**Cell placement**

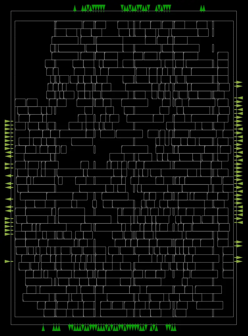
**Met2 routing**

Bar = 20 um.
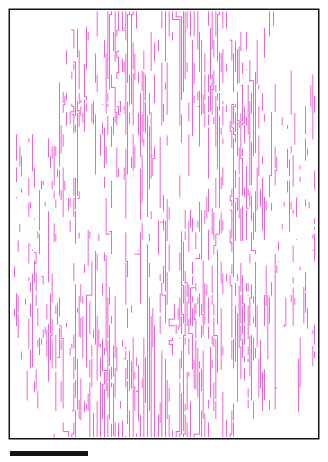
**Wire density map**

16 x 22 tiles, from white (low) to dark blue (high), scaled to the fullest tile. Values are wire area over tile area, all layers added.
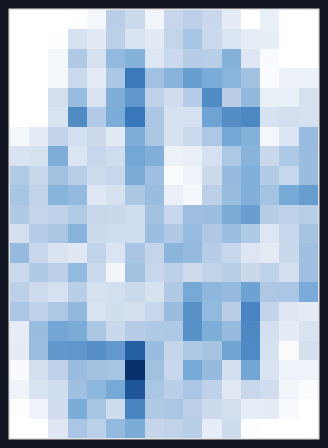
**Wiring by layer**

Two of the layers only.
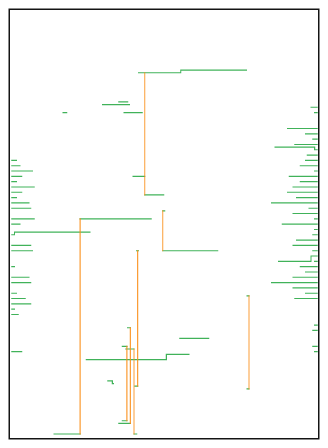
**src/rtl/cla_tree_adder_32_if.sv**
```systemverilog
// Operand/result bundle for the 32-bit tree carry-lookahead adder.
// The master drives operands and carry-in; the adder drives the results.
interface cla_tree_adder_32_if;
    logic        c0;
    logic [31:0] a;
    logic [31:0] b;
    logic [31:0] s;
    logic [31:0] c;
    logic        g;
    logic        p;

    modport master (
        output c0, a, b,
        input  s, c, g, p
    );

    modport slave (
        input  c0, a, b,
        output s, c, g, p
    );
endinterface

```
**src/rtl/cla_tree_adder_32.sv**
```systemverilog
// 32-bit carry-lookahead adder: bit g/p cells, four 8-bit prefix-tree
// groups, one lookahead level over the groups, registered outputs.
module cla_tree_adder_32 (
    input  logic                 clk,
    input  logic                 rst,
    cla_tree_adder_32_if.slave   bus
);
    logic [31:0] gb, pb;
    logic [31:0] pre_g, pre_p;
    logic [3:0]  grp_g, grp_p;
    logic [3:0]  cg;
    logic [31:0] co, ci;
    logic [7:0]  lg, lp, ng, np;
    logic        g01, g23;

    logic [31:0] s_d, s_q;
    logic [31:0] c_d, c_q;
    logic        g_d, g_q;
    logic        p_d, p_q;

    // Per-group prefix tree (spans 1, 2, 4) gives G/P of bits [j:0] for
    // every j, so each internal carry depends only on g/p and group cin.
    always_comb begin
        gb    = bus.a & bus.b;
        pb    = bus.a ^ bus.b;
        pre_g = '0;
        pre_p = '0;
        grp_g = '0;
        grp_p = '0;
        lg    = '0;
        lp    = '0;
        ng    = '0;
        np    = '0;
        for (int k = 0; k < 4; k++) begin
            lg = gb[8*k +: 8];
            lp = pb[8*k +: 8];
            for (int lvl = 0; lvl < 3; lvl++) begin
                ng = lg;
                np = lp;
                for (int j = 0; j < 8; j++) begin
                    if (j >= (1 << lvl)) begin
                        ng[j] = lg[j] | (lp[j] & lg[j - (1 << lvl)]);
                        np[j] = lp[j] & lp[j - (1 << lvl)];
                    end
                end
                lg = ng;
                lp = np;
            end
            pre_g[8*k +: 8] = lg;
            pre_p[8*k +: 8] = lp;
            grp_g[k]        = lg[7];
            grp_p[k]        = lp[7];
        end
    end

    // Group carry-ins expanded from c0, not chained through each other.
    always_comb begin
        cg[0] = bus.c0;
        cg[1] = grp_g[0]
              | (grp_p[0] & bus.c0);
        cg[2] = grp_g[1]
              | (grp_p[1] & grp_g[0])
              | (grp_p[1] & grp_p[0] & bus.c0);
        cg[3] = grp_g[2]
              | (grp_p[2] & grp_g[1])
              | (grp_p[2] & grp_p[1] & grp_g[0])
              | (grp_p[2] & grp_p[1] & grp_p[0] & bus.c0);
    end

    always_comb begin
        co = '0;
        ci = '0;
        for (int i = 0; i < 32; i++) begin
            co[i] = pre_g[i] | (pre_p[i] & cg[i >> 3]);
        end
        for (int i = 0; i < 32; i++) begin
            if ((i % 8) == 0) begin
                ci[i] = cg[i >> 3];
            end else begin
                ci[i] = co[i - 1];
            end
        end
    end

    always_comb begin
        g01 = grp_g[1] | (grp_p[1] & grp_g[0]);
        g23 = grp_g[3] | (grp_p[3] & grp_g[2]);
        s_d = pb ^ ci;
        c_d = co;
        g_d = g23 | (grp_p[3] & grp_p[2] & g01);
        p_d = &grp_p;
    end

    always_ff @(posedge clk or posedge rst) begin
        if (rst) begin
            s_q <= '0;
            c_q <= '0;
            g_q <= 1'b0;
            p_q <= 1'b0;
        end else begin
            s_q <= s_d;
            c_q <= c_d;
            g_q <= g_d;
            p_q <= p_d;
        end
    end

    assign bus.s = s_q;
    assign bus.c = c_q;
    assign bus.g = g_q;
    assign bus.p = p_q;
endmodule

```
**src/flat_wrapper.sv**
```systemverilog
// flat-port wrapper written by rule: the top's interface ports become plain ports
module cla_tree_adder_32_flat 
  (clk, rst, bus_c0, bus_a, bus_b, bus_s, bus_c, bus_g, bus_p);
  cla_tree_adder_32_if bus_i ();
  input  logic clk;
  input  logic rst;
  input wire logic [$bits(bus_i.c0)-1:0] bus_c0;
  input wire logic [$bits(bus_i.a)-1:0] bus_a;
  input wire logic [$bits(bus_i.b)-1:0] bus_b;
  output wire logic [$bits(bus_i.s)-1:0] bus_s;
  output wire logic [$bits(bus_i.c)-1:0] bus_c;
  output wire logic [$bits(bus_i.g)-1:0] bus_g;
  output wire logic [$bits(bus_i.p)-1:0] bus_p;
  assign bus_i.c0 = bus_c0;
  assign bus_i.a = bus_a;
  assign bus_i.b = bus_b;
  assign bus_s = bus_i.s;
  assign bus_c = bus_i.c;
  assign bus_g = bus_i.g;
  assign bus_p = bus_i.p;
  cla_tree_adder_32 u_core (.clk(clk), .rst(rst), .bus(bus_i));
endmodule
```
**config.mk**
```make
export PLATFORM = sky130hd
export DESIGN_NAME = cla_tree_adder_32_flat
export DESIGN_NICKNAME = d
export VERILOG_FILES = /design/src/rtl/cla_tree_adder_32_if.sv /design/src/rtl/cla_tree_adder_32.sv /design/src/flat_wrapper.sv
export SDC_FILE = /design/constraint.sdc
export NUM_CORES = 1
export LEC_CHECK = 0
export ABC_AREA = 0
export CAP_MARGIN = 20
export CORE_ASPECT_RATIO = 1.4
export CORE_UTILIZATION = 40
export DETAILED_ROUTE_END_ITERATION = 10
export PLACE_DENSITY = 0.76
export SLEW_MARGIN = 25
export SYNTH_ARGS = -nofsm -noshare
export SYNTH_HDL_FRONTEND = slang
export SYNTH_SLANG_ARGS = --single-unit
```
**constraint.sdc**
```tcl
create_clock -name clk -period 3.12 [get_ports clk]
set_input_delay 0.78 -clock clk [delete_from_list [all_inputs] [get_ports clk]]
set_output_delay 0.78 -clock clk [all_outputs]
set_load 0.05 [all_outputs]
```
==> run notes <==
Results of the run.

The multi-input gate count is 200. The sequential share of power is 34.7%. The distinct cell type count of the synthesized netlist is approximately 43. Looking at the clock tree report, the H-tree level count equals 3.

The number of vias per cell is 4.92. Counting instances in the post-synthesis netlist gives the leading cell types as 66 x dfrtp_1, 32 x ha_1, 23 x inv_1, 20 x a21o_1. The die is between 100 and 150 um tall. The wire length per cell is about 14 um. The worst setup path is captured at a flop. Entering global routing, the biggest net connects 43 pins.

The combinational cell fraction of total power is between 40% and 50%. Sequential cells were found to cover between 40% and 50% of the synthesized design area. The async set-reset flop share out of synthesis is 100%.

The count of buffers not belonging to the clock network in the layout is ~180. Per the OpenROAD timing report, the critical path contains 12 cells. The measured slew at the worst slew-check pin is between 0.5 and 0.6 ns.

The area of the die is 8640 um2. The final critical-path setup slack is 0.138 ns. The total non-filler cell area in the finished layout is between 5000 and 6000 um2. The post-CTS setup-driven buffer insertion count is 0. Power attributed to sequential cells is between 0.001 and 0.0015 W. Per the finish-stage timing summary, setup violations number 0.

The most utilized layer in the global route result is met2. IR analysis of the VDD net gives a maximum drop of 386 uV. The cell repeated most along the worst path is a21oi_1. The top-level port count is between 100 and 150.

The leakage component of the power was reported as about 2.5 nW. The critical path's slowest cell is clkdlybuf4s50_1. The design draws roughly 0.003 W. The post-route DRC violation count is 0. The mean instance size in the synthesized netlist is 11.4 um2. Setup repair after global routing left no endpoint under its margin.

Multi-input gates account for 29.6% of the area. The power of the clock network is roughly 0.00060 W. At the worst endpoint, the required time is around 3.3 ns. The total cells reported by yosys after synthesis is a little under 300.

The critical path starts at bus_b[3]. The cell type with the highest aggregate area in the netlist is dfrtp_1. The footprint of the flip-flops and latches is ~1700 um2. The met2 track demand over resource is about two fifths. At the worst endpoint, the arrival time is approximately 3.2 ns.

The post-route minimum period is approximately 3.0 ns. The logic area is between 1500 and 2000 um2. The registers of the reported paths see a clock transition of approximately 0.070 ns.

The number of nets in the layout is just under 600. The launching element type of the critical path is a primary input. The detailed router's first-iteration violation count is about 64. Headroom to the max-slew limit came out at between 60% and 70%. The fraction of met1 tracks used by global routing is a little over a fifth. In the log, the iteration count for the first detailed-route pass is 4.

Post-CTS repair changed the size of 0 cells. The effective utilization at floorplan is 41.9%. The switching power total is 0.00118 W. The flow ran to the end, and the final reports show no timing, DRC or antenna violations. The topmost layer with routed signal wires is met4.

Measured on the final layout, the clock distribution area share stands at 3.01%. The type of the worst setup path is primary input to flop. For reference, the critical path is captured by u_core.bus.s[25]. The power dissipated in combinational cells is 0.00135 W. Derived from the worst setup path, the maximum achievable clock frequency is roughly 0.34 GHz.

The signed area change from the synthesized netlist to the final layout is 59.8%. In the final layout, the clock buffer count is 11. Cells with a size suffix above 1 make up 15.1% of the layout.

The CTS buffer count is 9. In the synthesized netlist the dominant register cell turns out to be dfrtp_1. The clock network fraction of total power is about a fifth.

The top power group is combinational cells. The share of Yosys cell area claimed by the top area cell type is between 40% and 50%. Of all nets on the critical path, the largest fanout is 4. The routability-driven placement congestion ratio is a little over 0.8. The die width is 78.8 um. The met2 layer wire length in the routed design is approximately 4.6 mm. By instance count after routing, the leading logic cell types are 132 x clkdlybuf4s50_1, 66 x dfrtp_1, 47 x buf_4, 32 x ha_1, 22 x inv_1.

The layout report gives the register share of total cell area as 31.3%. The report counts max-capacitance violations totalling 0. The area reported by Yosys stat is about 3300 um2. The instance area after placement is just over 5000 um2. The number of antenna violations at the first check in global routing is 0. Prior to clock tree synthesis, the placed netlist has a worst setup slack of -0.237 ns. The critical path's top delay family is adder cells. For this run, the script counts the antenna cells in the layout as 0. met3 track demand over resource after global routing is under 10%. The first global-routing pass estimated about 13 mm of wire. The clock root buffer master is clkbuf_8. Non-clock buffers make up 32.1% of the layout cell area.

For this run the detailed placement stage logged an HPWL of between 6 and 7 mm. The worst path uses 95.6% of the clock period. The synthesized instance count is about 290.

The worst hold slack after final layout is 0.800 ns. Of the total synthesized cell area, the portion taken by full adders, half adders and majority gates is 14.5%. The number of synthesis warnings is 0. Max-slew check failures listed in the final report amount to 0.

Per the synthesis report, the simple-gate share of the synthesized area is 9.27%. The final hold violation count recorded for this run is 0. The number of non-clock inverters is 24. The final design utilization is approximately 67%. In this run, synthesis produced a sequential element count of approximately 66. The number of global-route vias before repair was 2979. The row count is 38. By instance count after routing, the leading logic cell type is clkdlybuf4s50_1.

Of the total power, the share spent switching nets is between 30% and 40%. Per the post-synthesis report, the nets total about 390. For reference, the critical path cell chain is clkdlybuf4s50_1, ha_1, a21oi_1, o21ai_0, a21oi_1, o21ai_1, inv_2, o22ai_2, nor2_1, inv_1, fa_1, xor2_1. The clock sink count is between 60 and 70. The routed metal-1 wire length is approximately 2.9 mm. The number of warnings in the stage logs is 26. The number of buffer and inverter instances along the worst setup path is 3. The remaining number of nets flagged by the antenna check after routing is 0.

For this run, the slowest stage of the critical path takes around 0.42 ns. The number of hold buffers added after CTS was 0. Yosys attributes the largest share of cell area to dfrtp_1 50%, ha_1 12%, xor2_1 5.0%, a21o_1 4.5%, a21oi_1 2.9%.

The routed length on met3 is about 400 um. The clock passes through at most 2 buffers. Total power normalized to cell area comes to between 500 and 600 nW/um2.
About 'cell placement':
TAP cells: 100
filler-free cell count of the finished design: 584
Seq Cell Count: 66
fillcell total: 622
Std-Cell Core Area: 7890 um2

About 'met2 routing':
share of all routed wire: 56%
main direction: vertical
wire length on this layer: 4580 um
longest straight run: 49.1 um

About 'wire density map':
tiles over half the peak: 9.7%
nearly empty tiles: 8.5%
mean over tiles: 0.15
densest ninth of the die: bottom middle
total global routing track utilization: 20.5%
number of vias after detailed routing: 2876
wire length reported by the detailed router: 8.15 mm

About 'wiring by layer':
legend:
  green:
    layer: met3
    wire_length: 403 um
  orange:
    layer: met4
    wire_length: 220 um

Power is estimated from default activity; no workload was simulated.
